===== src/rtl/xge_tx_arbiter.sv =====
`default_nettype none
// ============================================================================
// xge_tx_arbiter - round-robin whole-packet arbiter onto the xge_mac pkt_tx port
// Revision: 1.0
// ============================================================================
module xge_tx_arbiter #(
  parameter int NUM_REQ   = 2,
  parameter int MAX_BEATS = 1024
) (
  input  logic                    clk_156m25,
  input  logic                    reset_156m25_n,
  input  logic                    arb_en,
  input  logic [NUM_REQ-1:0]      src_val,
  input  logic [NUM_REQ-1:0]      src_sop,
  input  logic [NUM_REQ-1:0]      src_eop,
  input  logic [3*NUM_REQ-1:0]    src_mod,
  input  logic [64*NUM_REQ-1:0]   src_data,
  output logic [NUM_REQ-1:0]      src_rdy,
  input  logic                    pkt_tx_full,
  output logic                    pkt_tx_val,
  output logic                    pkt_tx_sop,
  output logic                    pkt_tx_eop,
  output logic [2:0]              pkt_tx_mod,
  output logic [63:0]             pkt_tx_data,
  output logic [NUM_REQ-1:0]      grant_vec,
  output logic                    sop_err,
  output logic                    trunc,
  output logic [31:0]             pkt_count
);

  localparam int c_OW_W   = (NUM_REQ > 1) ? $clog2(NUM_REQ) : 1;
  localparam int c_BEAT_W = (MAX_BEATS > 1) ? $clog2(MAX_BEATS) : 1;
  localparam logic [c_BEAT_W-1:0] c_LAST_BEAT = c_BEAT_W'(MAX_BEATS - 1);

  typedef enum logic [1:0] {
    ST_IDLE = 2'd0,
    ST_XFER = 2'd1,
    ST_DROP = 2'd2
  } state_t;

  state_t              r_state;
  logic [c_OW_W-1:0]   r_owner;
  logic [c_OW_W-1:0]   r_last_owner;
  logic [c_BEAT_W-1:0] r_beat_cnt;

  logic [NUM_REQ-1:0]  w_req;
  logic [NUM_REQ-1:0]  w_stray;
  logic                w_found;
  logic [c_OW_W-1:0]   w_pick;
  int                  w_idx;

  logic                w_own_val;
  logic                w_own_sop;
  logic                w_own_eop;
  logic [2:0]          w_own_mod;
  logic [63:0]         w_own_data;
  logic                w_own_xfer;

  assign w_req   = src_val & src_sop;
  assign w_stray = src_val & ~src_sop;

  // Rotating scan: the slot after the last owner is checked first.
  always_comb begin
    w_found = 1'b0;
    w_pick  = '0;
    w_idx   = 0;
    for (int k = 1; k <= NUM_REQ; k++) begin
      w_idx = (int'(r_last_owner) + k) % NUM_REQ;
      if (!w_found && w_req[c_OW_W'(w_idx)]) begin
        w_found = 1'b1;
        w_pick  = c_OW_W'(w_idx);
      end
    end
  end

  always_comb begin
    w_own_val  = 1'b0;
    w_own_sop  = 1'b0;
    w_own_eop  = 1'b0;
    w_own_mod  = '0;
    w_own_data = '0;
    for (int i = 0; i < NUM_REQ; i++) begin
      if (r_owner == c_OW_W'(i)) begin
        w_own_val  = src_val[i];
        w_own_sop  = src_sop[i];
        w_own_eop  = src_eop[i];
        w_own_mod  = src_mod[3*i +: 3];
        w_own_data = src_data[64*i +: 64];
      end
    end
  end

  assign w_own_xfer = w_own_val &&
                      (((r_state == ST_XFER) && !pkt_tx_full) || (r_state == ST_DROP));

  // Beats without sop seen while idle are accepted so a broken source cannot stall.
  for (genvar gi = 0; gi < NUM_REQ; gi++) begin : g_rdy
    assign src_rdy[gi] = ((r_state == ST_XFER) && (r_owner == c_OW_W'(gi)) && !pkt_tx_full)
                       || ((r_state == ST_DROP) && (r_owner == c_OW_W'(gi)))
                       || ((r_state == ST_IDLE) && w_stray[gi]);
  end

  always_ff @(posedge clk_156m25 or negedge reset_156m25_n) begin
    if (!reset_156m25_n) begin
      r_state      <= ST_IDLE;
      r_owner      <= '0;
      r_last_owner <= c_OW_W'(NUM_REQ - 1);
      r_beat_cnt   <= '0;
      pkt_tx_val   <= 1'b0;
      pkt_tx_sop   <= 1'b0;
      pkt_tx_eop   <= 1'b0;
      pkt_tx_mod   <= '0;
      pkt_tx_data  <= '0;
      grant_vec    <= '0;
      sop_err      <= 1'b0;
      trunc        <= 1'b0;
      pkt_count    <= '0;
    end else begin
      pkt_tx_val <= 1'b0;
      pkt_tx_sop <= 1'b0;
      pkt_tx_eop <= 1'b0;
      pkt_tx_mod <= '0;
      sop_err    <= 1'b0;
      trunc      <= 1'b0;
      case (r_state)
        ST_IDLE: begin
          if (|w_stray) begin
            sop_err <= 1'b1;
          end
          if (arb_en && w_found) begin
            r_state      <= ST_XFER;
            r_owner      <= w_pick;
            r_last_owner <= w_pick;
            r_beat_cnt   <= '0;
            grant_vec    <= NUM_REQ'(1) << w_pick;
          end
        end
        ST_XFER: begin
          if (w_own_xfer) begin
            pkt_tx_val  <= 1'b1;
            pkt_tx_sop  <= (r_beat_cnt == '0);
            pkt_tx_data <= w_own_data;
            r_beat_cnt  <= r_beat_cnt + c_BEAT_W'(1);
            if (w_own_sop && (r_beat_cnt != '0)) begin
              sop_err <= 1'b1;
            end
            if (w_own_eop) begin
              pkt_tx_eop <= 1'b1;
              pkt_tx_mod <= w_own_mod;
              pkt_count  <= pkt_count + 32'd1;
              r_state    <= ST_IDLE;
              grant_vec  <= '0;
            end else if (r_beat_cnt == c_LAST_BEAT) begin
              // Close the packet towards the MAC and swallow the rest of it.
              pkt_tx_eop <= 1'b1;
              trunc      <= 1'b1;
              pkt_count  <= pkt_count + 32'd1;
              r_state    <= ST_DROP;
            end
          end
        end
        ST_DROP: begin
          if (w_own_xfer && w_own_eop) begin
            r_state   <= ST_IDLE;
            grant_vec <= '0;
          end
        end
        default: begin
          r_state   <= ST_IDLE;
          grant_vec <= '0;
        end
      endcase
    end
  end

endmodule
`default_nettype wire

===== config.mk =====
export PLATFORM = sky130hd
export DESIGN_NAME = xge_tx_arbiter
export DESIGN_NICKNAME = d
export VERILOG_FILES = /design/src/rtl/xge_tx_arbiter.sv
export SDC_FILE = /design/constraint.sdc
export NUM_CORES = 1
export LEC_CHECK = 0
export CAP_MARGIN = 20
export CORE_MARGIN = 5
export CORE_UTILIZATION = 47
export CTS_BUF_LIST = sky130_fd_sc_hd__clkbuf_8
export DETAILED_ROUTE_END_ITERATION = 6
export GPL_TIMING_DRIVEN = 0
export PLACE_DENSITY = 0.89
export SYNTH_ARGS = -nofsm -noshare
export SYNTH_HDL_FRONTEND = slang
export SYNTH_SLANG_ARGS = --single-unit
export TNS_END_PERCENT = 10

===== constraint.sdc =====
create_clock -name clk_156m25 -period 4.6 [get_ports clk_156m25]
set_input_delay 0.92 -clock clk_156m25 [delete_from_list [all_inputs] [get_ports clk_156m25]]
set_output_delay 0.92 -clock clk_156m25 [all_outputs]
set_load 0.1 [all_outputs]

==> impl_metrics.env, run 1 <==
# flow metrics
export IMPL_status="completed"
export IMPL_antenna_found_initial=0
export IMPL_drv_cap=0
export IMPL_dp_hpwl_mm=13.34
export IMPL_overflow=0
export IMPL_ir_drop_uv=572.2
export IMPL_drt_met1_wl_mm=6.285
export IMPL_synth_warnings=0
export IMPL_finClkSkew_ns=0.01306
export IMPL_r2r_cells=7
export IMPL_synth_seq_share_pct=53.64
export IMPL_cp_endpoint="src_rdy[1]"
export IMPL_path_delay_family="buffers and inverters"
export IMPL_hold_buffers=0
export IMPL_most_common_layout_cells="clkdlybuf4s50_1, dfrtp_1, nand2_1"
export IMPL_holdWs_ns=0.4203
export IMPL_place_area_mm2=0.008320
export IMPL_path_max_fanout=10
export IMPL_cts_buffers=17
export IMPL_power_internal_w=0.002685
export IMPL_drtAntennaViolNets=0
export IMPL_clock_power_w=0.000861
export IMPL_reg2reg_to="pkt_tx_data[36]"
export IMPL_nFillCells=800
export IMPL_comb_area_mm2=0.002469
export IMPL_drive_gt1_share_pct=6.863
export IMPL_power_share_clock_pct=13.9
export IMPL_hp_class="in -> async"
export IMPL_ys_area_mm2=0.005600
export IMPL_cp_end_kind="output pin"
export IMPL_firstDrtPassIters=4
export IMPL_path_class="reg -> out"
export IMPL_period_needed_ns=4.040
export IMPL_flop_area_mm2=0.003004
export IMPL_clk_path_buf_depth=2
export IMPL_final_cells=959
export IMPL_place_congestion=0.8529
export IMPL_grt_pass1_wl_mm=27.12
export IMPL_io_buffers=251
export IMPL_p_comb_w=0.00373
export IMPL_clock_latency_ns=0.45
export IMPL_grt_pass1_vias=5487
export IMPL_wl_per_cell_um=17.75
export IMPL_slew_violations=0
export IMPL_synth_flops=120
==> run 1: cell usage after synthesis (all sizes together), types with 10 or more instances <==
cell | n | area (um^2)
nor2 | 26 | 97.59
and3 | 11 | 68.82
mux2i | 68 | 680.7
nand3 | 18 | 95.09
o21ai | 71 | 355.3
xnor2 | 20 | 175.2
nand4 | 10 | 68.81
nand2 | 93 | 351.6
xor2 | 16 | 140.1
dfrtp | 119 | 2978
clkbuf | 15 | 56.30
==> run 1: sequential cells by signal (all words and copies together), names as in the netlist <==
name and count:
r_owner 1, pkt_tx_mod 3, grant_vec 2, r_beat_cnt 10, trunc 1, pkt_tx_eop 1, pkt_count 32, sop_err 1
r_state 2, pkt_tx_data 64, r_last_owner 1, pkt_tx_val 1, pkt_tx_sop 1
==> run 1: worst reg2reg max path: stages (launching register included) <==
cell and delay, ns:
dfrtp_1 0.38, mux2_2 0.38, nand2_2 0.21, buf_6 0.22, buf_2 0.25, clkbuf_1 0.41
nand2_1 0.12, o21ai_0 0.10
==> run 1: final cells by class <==
class / count / area share, %
buffer: 24 / 1.211
clock buffer: 18 / 2.855
clock inverter: 14 / 1.269
inverter: 6 / 0.2595
multi-input combinational: 382 / 28.45
sequential: 120 / 34.62
tap: 143 / 2.062
timing repair buffer: 252 / 29.28
==> run 1: cells by family after synthesis <==
logic type,share of synthesized area [%]
compound gates,8.713
flops,53.64
buf+inv,2.279
simple gates,16.31
mux,12.76
fa+ha+maj,0.6703
xor+xnor,5.630
==> run 1: through the flow <==
step | setup slack [ns] | utilization (%)
after floorplan | 1.021 | -
after global routing | 0.3814 | 75.04
after global placement | -1.784 | 71.70
after detailed placement | 0.6001 | 71.95
final | 0.5604 | 75.04
after CTS | 0.5229 | 75.04
**Run 1: local utilization**

The die is cut into 12 by 12 equal tiles; white is low, dark blue is high, 0 to 100% covered.
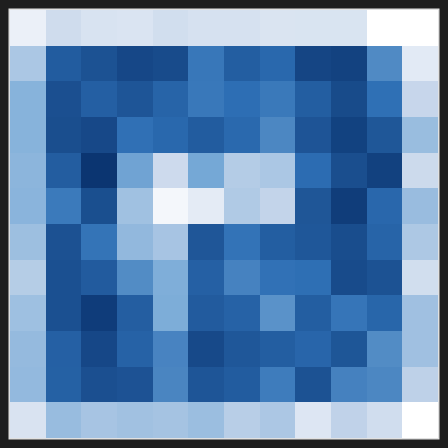
2.1% of the tiles are nearly empty. The mean over all tiles is 60%. The fullest tile reaches 98%. The densest ninth of the die: right middle.
Core Box Area: 0.01156 mm^2
Initial Util: 48.43%

**Run 1: track usage over the die**

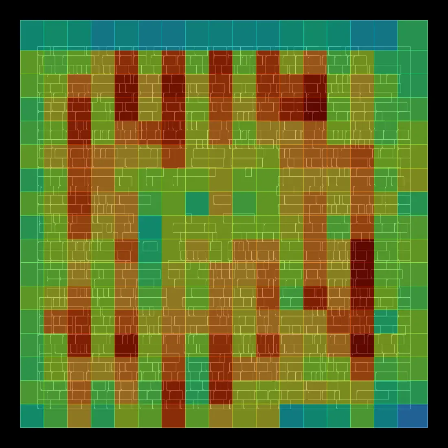
Total GRT Usage: 24.27%
routing usage on met3: 8.294%
met1 Use GR: 25.80%
final core occ: 75.04%
GRT busiest layer: met2

**Run 1: cells coloured by class**

Scale bar: 20 um. Fill, decap, tap and diode cells in grey.
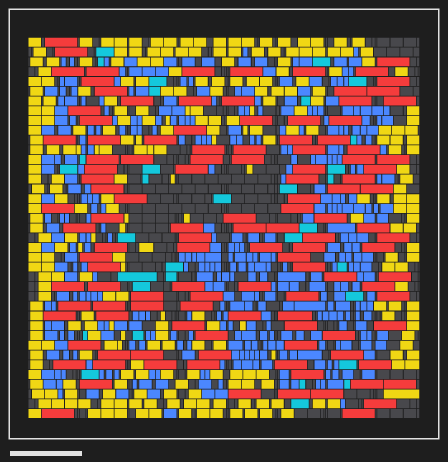
Cyan is clock drivers and dummy loads, cells 32. Blue is combinational and other logic, cells 388. Yellow is remaining buffers and delay cells, cells 276. Red is sequential cells, cells 120.
Final Instance Area: 0.008678 mm^2
FP Rows: 39

==> run 2: changes to the inputs <==
Settings changed: CTS_CLUSTER_DIAMETER from default to 30.
**Run 2: metal 4**

Scale bar: 20 um. Supply wires on this layer in grey. Cells faint in the background.
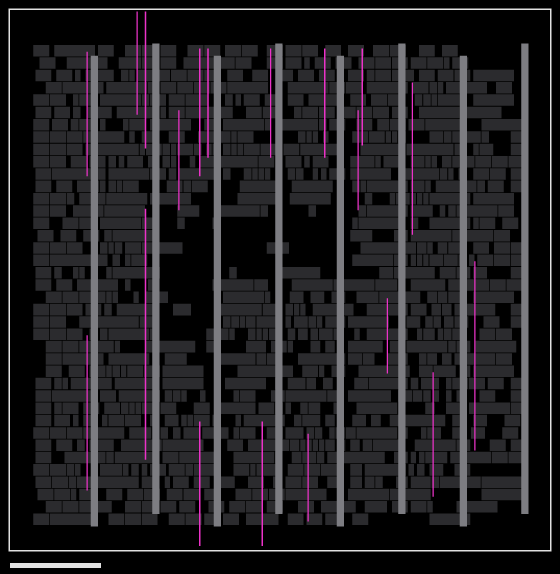
The layer holds 3.1% of the routed length. The wires run mostly vertical.
routed wire length: 17.03 mm
routed via count: 5109

**Run 2: cells coloured by class**

Scale bar: 20 um. Fill, decap, tap and diode cells in grey.
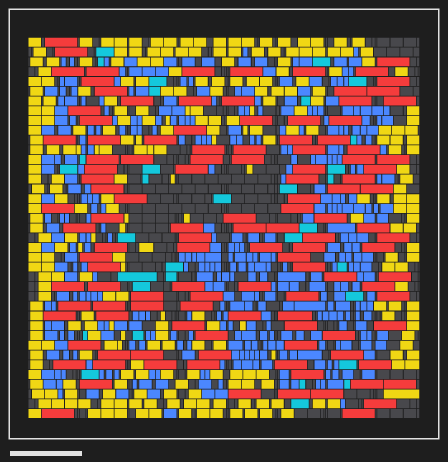
Cyan is clock drivers and dummy loads, cells 32. Red is sequential cells, cells 120. Blue is combinational and other logic, cells 388. Yellow is remaining buffers and delay cells, cells 276.
Seq/total area: 34.62%

**Run 2: track usage over the die**

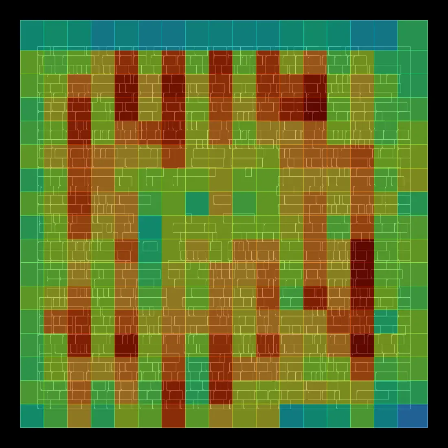
met2 Usage GRT: 43.24%
drt wl/cell: 17.75 um

==> impl_metrics.env, run 2 <==
# flow metrics
export IMPL_status="completed"
export IMPL_overflow=0
export IMPL_ys_area_mm2=0.005600
export IMPL_track_usage_pct=24.27
export IMPL_power_share_clock_pct=13.9
export IMPL_path_max_fanout=10
export IMPL_synth_warnings=0
export IMPL_hp_class="in -> async"
export IMPL_nFillCells=800
export IMPL_grt_pass1_vias=5487
export IMPL_regMostFlops="pkt_tx_data"
export IMPL_path_class="reg -> out"
export IMPL_power_internal_w=0.002685
export IMPL_yosysTopAreaCellShare_pct=53.17
export IMPL_most_common_layout_cells="clkdlybuf4s50_1, dfrtp_1, nand2_1"
export IMPL_slew_violations=0
export IMPL_reg_top3="pkt_tx_data: 64 flops, pkt_count: 32 flops, r_beat_cnt: 10 flops"
export IMPL_place_area_mm2=0.008320
export IMPL_top_cells_by_count="dfrtp_1, nand2_1, o21ai_0"
export IMPL_fp_utilization_pct=48.43
export IMPL_period_needed_ns=4.040
export IMPL_largest_reg_flops=64
export IMPL_place_congestion=0.8529
export IMPL_dp_hpwl_mm=13.34
export IMPL_cp_end_kind="output pin"
export IMPL_synth_seq_share_pct=53.64
export IMPL_p_comb_w=0.00373
export IMPL_final_area_mm2=0.008678
export IMPL_clock_power_w=0.000861
export IMPL_topCellsByArea="dfrtp_1, mux2i_1, o21ai_0, nand2_1, xnor2_1"
export IMPL_synth_flops=120
export IMPL_io_buffers=251
export IMPL_reg2reg_to="pkt_tx_data[36]"
export IMPL_hold_buffers=0
export IMPL_r2r_cells=7
## run 2: cell counts in the layout (fill, tap and decap cells not counted)
Identical to the previous run, type by type.
## run 2: through the flow
| stage | instances | hold WS [ns] | utilization [%] |
|---|---|---|---|
| 5_1_grt | 959 | 0.4330 | 75.04 |
| 4_1_cts | 959 | 0.4107 | 75.04 |
| 3_5_place_dp | 927 | 0.4673 | 71.95 |
| 3_3_place_gp | 926 | 0.4590 | 71.70 |
| 6_report | 959 | 0.4203 | 75.04 |
| 2_1_floorplan | 532 | 0.4643 | - |
## run 2: cell families (layout without fill, tap and decap cells)
family	Yosys count	after routing	synth area share, %
multiplexers	71	71	12.76
AND/OR/NAND/NOR	186	186	16.31
flip-flops	120	120	53.64
buffers and inverters	30	314	2.279
XOR/XNOR	36	36	5.630
adder cells (fa/ha/maj)	3	3	0.6703
AND-OR/OR-AND	86	86	8.713
## run 2: routing by layer
layer	vias up	routed length [um]	part of all wire, %	track usage [%]
met5	-	0	0	0
met3	42	1237	7.3	8.294
met2	197	8978	53	43.24
met1	2474	6285	37	25.80
li1	2396	-	-	-
met4	0	524	3.1	11.30
## run 2: cell type report
| class | instances | area (um^2) | share of cell area, % |
|---|---|---|---|
| multi-input combinational | 382 | 2469 | 28.45 |
| inverter | 6 | 22.52 | 0.2595 |
| timing repair buffer | 252 | 2541 | 29.28 |
| sequential | 120 | 3004 | 34.62 |
| buffer | 24 | 105.1 | 1.211 |
| clock buffer | 18 | 247.7 | 2.855 |
| tap | 143 | 178.9 | 2.062 |
| clock inverter | 14 | 110.1 | 1.269 |
## run 2: worst max-delay path, stage by stage, from the launching register on
cell	delay, ns
dfrtp_1	0.38
buf_2	0.28
buf_1	0.56
o21ai_0	0.20
nand2_1	0.11
clkdlybuf4s50_1	1.14
